### config.mk
export PLATFORM = sky130hd
export DESIGN_NAME = four_bit_asy_updown_flat
export DESIGN_NICKNAME = d
export VERILOG_FILES = /design/src/rtl/four_bit_asy_updown_pkg.sv /design/src/rtl/four_bit_asy_updown_if.sv /design/src/rtl/four_bit_asy_updown_bit_cell.sv /design/src/rtl/four_bit_asy_updown.sv /design/src/flat_wrapper.sv
export SDC_FILE = /design/constraint.sdc
export NUM_CORES = 1
export LEC_CHECK = 0
export ABC_AREA = 1
export CORE_AREA = 2 2 39 41
export CTS_CLUSTER_DIAMETER = 200
export DETAILED_ROUTE_END_ITERATION = 6
export DIE_AREA = 0 0 41 43
export GPL_TIMING_DRIVEN = 0
export PLACE_DENSITY = 0.45
export SLEW_MARGIN = 5
export SYNTH_ARGS = -nofsm -noshare
export SYNTH_HDL_FRONTEND = slang
export SYNTH_SLANG_ARGS = --single-unit
### constraint.sdc
create_clock -name clk -period 1.2 [get_ports clk]
set_input_delay 0.24 -clock clk [delete_from_list [all_inputs] [get_ports clk]]
set_output_delay 0.24 -clock clk [all_outputs]
set_load 0.005 [all_outputs]
### src/rtl/four_bit_asy_updown_pkg.sv
// Shared constants and types for the four_bit_asy_updown up/down counter.
// Optional terminal-count output is enabled by FOUR_BIT_ASY_UPDOWN_TC_EN.
package four_bit_asy_updown_pkg;

   localparam int DEFAULT_WIDTH = 4;

   localparam logic DIR_UP   = 1'b1;
   localparam logic DIR_DOWN = 1'b0;

   typedef logic [DEFAULT_WIDTH-1:0] count_t;

endpackage : four_bit_asy_updown_pkg

### src/rtl/four_bit_asy_updown_if.sv
// Counter-side signal bundle: direction in, count (and optional tc) out.
// Port tc exists only when FOUR_BIT_ASY_UPDOWN_TC_EN is defined.
interface four_bit_asy_updown_if
   import four_bit_asy_updown_pkg::*;
#(
   parameter int WIDTH = DEFAULT_WIDTH
);

   logic             up_down;
   logic [WIDTH-1:0] count;
`ifdef FOUR_BIT_ASY_UPDOWN_TC_EN
   logic             tc;

   modport master (output up_down, input count, input tc);
   modport slave  (input up_down, output count, output tc);
`else
   modport master (output up_down, input count);
   modport slave  (input up_down, output count);
`endif

endinterface : four_bit_asy_updown_if

### src/rtl/four_bit_asy_updown_bit_cell.sv
// One counter bit: a toggle flop with synchronous, active-high reset.
module updown_bit_cell (
   input  logic clk,
   input  logic rst,
   input  logic toggle_en,
   output logic q
);

   logic q_d;
   logic q_q;

   // Next-state: invert when enabled, otherwise hold.
   always_comb begin
      q_d = q_q;
      if (toggle_en) begin
         q_d = ~q_q;
      end else begin
         q_d = q_q;
      end
   end

   // State register; reset wins over any toggle request.
   always_ff @(posedge clk) begin
      if (rst) begin
         q_q <= 1'b0;
      end else begin
         q_q <= q_d;
      end
   end

   assign q = q_q;

endmodule : updown_bit_cell

### src/rtl/four_bit_asy_updown.sv
// WIDTH-bit synchronous up/down counter built from a toggle-enable chain.
// Define FOUR_BIT_ASY_UPDOWN_TC_EN to add the combinational terminal-count output.
module four_bit_asy_updown
   import four_bit_asy_updown_pkg::*;
#(
   parameter int WIDTH = DEFAULT_WIDTH
) (
   input  logic                  clk,
   input  logic                  rst,
   four_bit_asy_updown_if.slave  bus
);

   logic [WIDTH-1:0] q_s;

   // Bit i toggles when all lower bits are 1 (up) or all are 0 (down).
   for (genvar i = 0; i < WIDTH; i++) begin : g_bit
      logic toggle_en_s;

      if (i == 0) begin : g_lsb
         assign toggle_en_s = 1'b1;
      end else begin : g_upper
         assign toggle_en_s = (bus.up_down == DIR_UP) ? (&q_s[i-1:0])
                                                      : ~(|q_s[i-1:0]);
      end

      updown_bit_cell u_cell (
         .clk       (clk),
         .rst       (rst),
         .toggle_en (toggle_en_s),
         .q         (q_s[i])
      );
   end

   assign bus.count = q_s;

`ifdef FOUR_BIT_ASY_UPDOWN_TC_EN
   logic tc_s;

   // Flags that the next edge wraps in the current direction; forced low in reset.
   always_comb begin
      tc_s = 1'b0;
      if (rst) begin
         tc_s = 1'b0;
      end else if (bus.up_down == DIR_UP) begin
         tc_s = (q_s == {WIDTH{1'b1}});
      end else begin
         tc_s = (q_s == {WIDTH{1'b0}});
      end
   end

   assign bus.tc = tc_s;
`endif

endmodule : four_bit_asy_updown

### src/flat_wrapper.sv
// flat-port wrapper written by rule: the top's interface ports become plain ports
module four_bit_asy_updown_flat import four_bit_asy_updown_pkg::*;
#(
   parameter int WIDTH = DEFAULT_WIDTH
)
  (clk, rst, bus_up_down, bus_count);
  four_bit_asy_updown_if #(.WIDTH(WIDTH)) bus_i ();
  input  logic clk;
  input  logic rst;
  input wire logic [$bits(bus_i.up_down)-1:0] bus_up_down;
  output wire logic [$bits(bus_i.count)-1:0] bus_count;
  assign bus_i.up_down = bus_up_down;
  assign bus_count = bus_i.count;
  four_bit_asy_updown #(.WIDTH(WIDTH)) u_core (.clk(clk), .rst(rst), .bus(bus_i));
endmodule
==> results.txt <==
Implementation numbers.

- The flow ran to the end, and the final reports show no timing, DRC or antenna violations.
- The instance count of the mapped netlist reads 30.
- The I/O pin count is 7.
- The number of nets at floorplan is 33.
- The combined area of all synthesized cells reads roughly 220 sq um.
- The register with the most flip-flops in the layout has 4 of them.
- The number of buffers and inverters on the critical path is 2.
- The final tally of max-slew violations reads 0.
- The clock transition at the register clock pins on the worst setup and hold paths after CTS reads 0.04 ns.
- The class of the tightest hold or removal check is register to register.
- The buffer type at the clock tree root is clkbuf_4.
- The violation count after the first detailed-route iteration is 2.
- The count of antenna-violating nets left after detailed routing is 0.
- The wire length of the first global-routing pass reads 614 microns.
- The power share of the combinational group is 25.1%.
- The sort of element at the end of the critical path reads an output port.
- The width of the die reads 41 microns.
- The routed layout has 200 vias.
- For reference, the critical path cell chain is buf_4 > dlygate4sd2_1.
- The flow reports that the clock network draws a little under two fifths of the design power.
- The total inserted antenna cells is 0.
- The final global-route overflow total reads 0.
- The standard cell core area is 0.001384 sq mm.
- For reference, the final report shows the hold violation count at 0.
- In this run the core area contains 14 standard-cell rows.
- The family with the most delay on the worst path is buffers and inverters.
- The number of detailed-route iterations in the first pass is 2.
- Setup repair after global routing left no endpoint under its margin.
- The highest net fanout along the worst path reads 2.
- Counting flops and latches in the post-synthesis netlist gives 4.
- The tally of max-capacitance violations reads 0.
- The final net count reads 46.
- The worst relative slew slack reads 90.01%.
- The number of setup violations in the final report reads 0.
- The post-detailed-route via-to-cell ratio reads 3.509.
- The worst path required time is 0.96 ns.
- The switching part of the total reads between 20% and 30%.
- The number of cells in the yosys synthesis report reads 30.
- The number of hold buffers added after cts reads 0.
- Per the layout area report, the combinational gate area comes to 90.09 sq um.
- The main area contributors are dfxtp_1 37%, buf_4 14%, nand3_1 9.3%.
- In the post-route analysis, the smallest setup slack over all paths is around 0.037 ns.
- On the critical path, the stage with the largest delay is an instance of dfxtp_4.
- The highest clock rate this design can be run at is 0.8596 GHz.
- The detailed-route wire length is 424 microns.
- Per the detail_route report, DRC violations left total 0.
- The estimated wirelength of the detail-placed design reads 269.1 microns.
- The number of fill cells reads 162.
- The post-synthesis chip area from yosys is 215.2 sq um.
- The clock latency reported for the late side of the worst-skew pair reads approximately 0.23 ns.
- The pre-CTS worst setup slack reads -0.07918 ns.
- The area of the die is 0.001763 sq mm.
- The stage delay of the slowest cell on the critical path reads 0.33 ns.
- The area growth from synthesis to final layout is 56.98%.
- Post-route period utilization is reported as a little over nine tenths.
- The number of antenna violations at the first check in global routing reads 0.
- The number of clock buffers inserted by TritonCTS reads 3.
- The slew at the pin closest to its max-slew limit is between 0.1 and 0.15 ns.
- The sink count of the clock tree is 4.
- The data arrival time at the worst-slack endpoint reads 0.92 ns.
- The starting density of the core is 15.55%.
- Routability-driven placement finished with a final weighted congestion of 0.6133.
- The share of the synthesized area in the top cell type reads 37.21%.
- The final standard cell count with taps included and fillers excluded reads 57.
- STA classifies the critical path startpoint as a register.
- The power density over cell area reads 1277 mW/mm^2.
- The average cell area after synthesis is just over 7 sq um.
- The deepest clock path buffer count reads 2.
- The placed instance area reads slightly below 300 sq um.
- The cell type with the highest aggregate area in the netlist is dfxtp_1.
- Counting the warning lines in the Yosys log gives 0.
- The clock period minus worst slack is 1.163 ns.
- The die height is 43 microns.
- The via count of the first global-routing pass was 169.
- In this run the number of H-tree levels came out at 1.
- The worst clock skew reads approximately 0.0037 ns.
- Across all stage logs, warnings added up to 26.
==> layer usage <==
layer | routed length (microns) | track usage (%) | share of wire (%)
met5 | 0 | 0 | 0
met3 | 31 | 4.712 | 7.3
met2 | 228 | 8.438 | 54
met4 | 0 | 8.000 | 0
met1 | 164 | 4.839 | 39
==> tightest hold or removal path, delay by kind of cell (launching register included) <==
family             cells  cell delay [ns]
DFF                    1             0.33
and+or+nand+nor        1             0.08
AOI/OAI and AO/OA      1             0.04
==> cell type report <==
cell class | instances | share of cell area, %
sequential | 4 | 26.67
multi-input combinational | 18 | 26.67
timing repair buffer | 8 | 20.74
buffer | 4 | 8.889
clock buffer | 3 | 6.667
tap | 16 | 5.926
inverter | 4 | 4.444
==> Yosys cell counts (all sizes together) <==
cell type,number
a21oi,2
buf,4
dfxtp,4
inv,4
nand2,6
nand3,5
nor2,4
o21ai,1
==> kinds of logic after synthesis <==
family	synth area share (%)
compound gates	6.975
flops	37.21
buf+inv	20.93
simple gates	34.88
==> power by group through the flow <==
stage | clock (mW) | sequential, mW | combinational [mW]
after global placement | 0 | 0.165 | 0.101
after global routing | 0.185 | 0.161 | 0.120
final | 0.164 | 0.160 | 0.108
after floorplan | 0 | 0.163 | 0.0617
after detailed placement | 0 | 0.166 | 0.101
after CTS | 0.174 | 0.159 | 0.106
==> final timing paths <==
kind / from / to / slack, ns / cells past startpoint
setup / recovery: u_core.g_bit[1].u_cell.q / bus_count[1] / 0.04 / 2
hold / removal: u_core.g_bit[3].u_cell.q / u_core.g_bit[3].u_cell.q / 0.49 / 2
setup reg to reg: u_core.g_bit[1].u_cell.q / u_core.g_bit[2].u_cell.q / 0.20 / 5
hold reg to reg: u_core.g_bit[3].u_cell.q / u_core.g_bit[3].u_cell.q / 0.49 / 2
==> layout by cell type, fill, tap and decap left out <==
master	Yosys	layout
a21oi_1	2	2
buf_4	4	7
clkbuf_4	0	3
clkdlybuf4s15_1	0	1
clkdlybuf4s50_1	0	2
dfxtp_2	0	2
dfxtp_4	0	2
dlygate4sd2_1	0	2
inv_1	4	4
nand2_1	4	4
nand2_2	2	2
nand3_1	4	4
nand3_2	1	1
nor2_1	3	3
nor2_2	1	1
o21ai_0	1	1
==> timing repair <==
item | in CTS | in global routing
setup buffers | 2 | 0
endpoints found under the setup margin | 4 | 1
gates resized | 10 | 1
==> stage by stage <==
stage / hold WS, ns / utilization (%) / total power, mW
2_1_floorplan: 0.3067 / - / 0.2247
3_3_place_gp: 0.4903 / 21.34 / 0.2664
3_5_place_dp: 0.4927 / 21.34 / 0.2669
4_1_cts: 0.4910 / 24.32 / 0.4396
5_1_grt: 0.5088 / 24.41 / 0.4657
6_report: 0.4864 / 24.41 / 0.4314
Figure 1. Met2 routing.
Drawn at 12 px/micron.
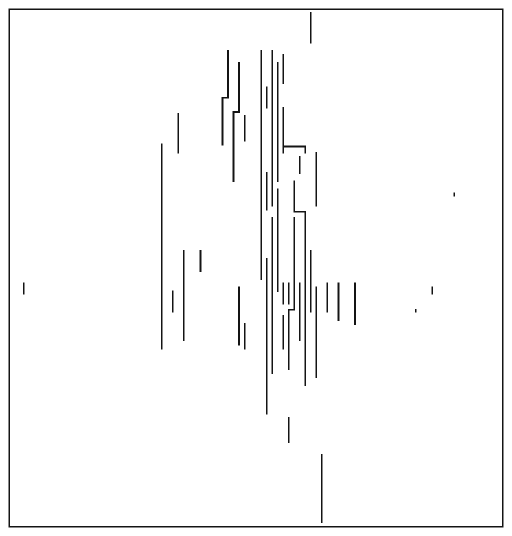
share of all routed wire	54%
longest straight run	19.0 microns
main direction	vertical
wire length on this layer	229 microns
nets with wire on the layer	34

Figure 2. I/O pins on the die edge.
Drawn at 12 px/micron. Pins as bars across the die edge, other pins in gray.
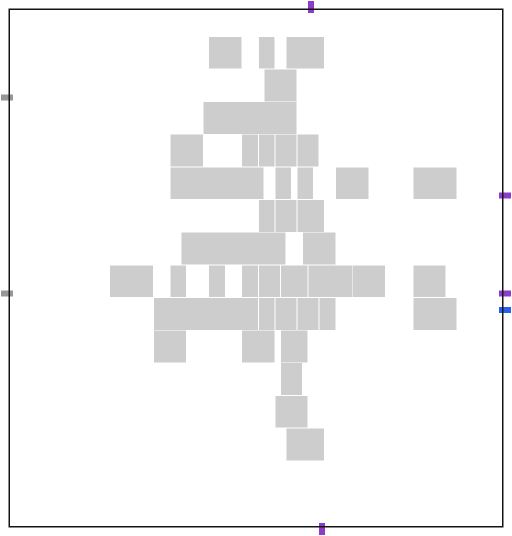
color	port	pins	direction	edge
purple	`bus_count`	4	output	2 right, 1 bottom, 1 top
blue	`bus_up_down`	1	input	right

Figure 3. Met1 routing.
Drawn at 8 px/micron. Cells faint in the background.
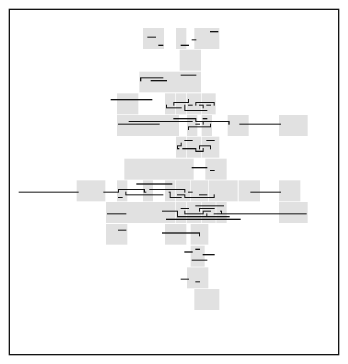
share of all routed wire	39%
nets with wire on the layer	38

Figure 4. Routing congestion.
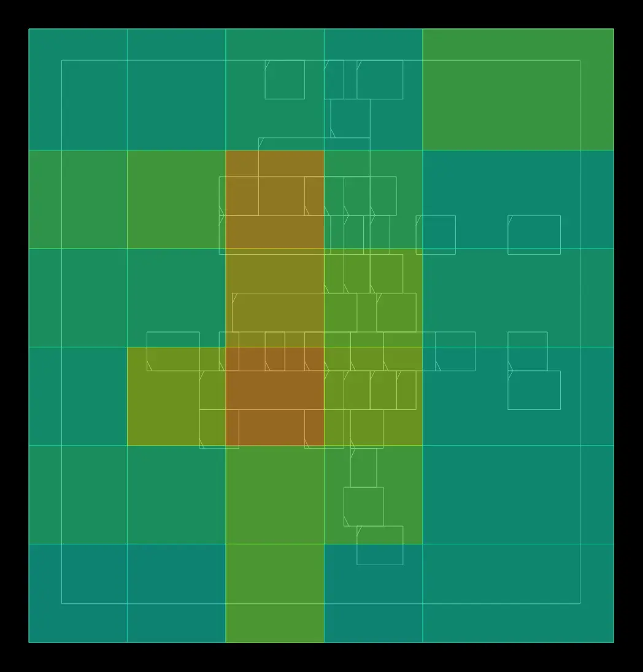
met2 usage in global routing: 8.438%
post-DR wirelength/cell: 7.439 microns
final core utilization: 24.41%
GRT Overall Usage: 6.332%

Power is estimated from default activity; no workload was simulated.
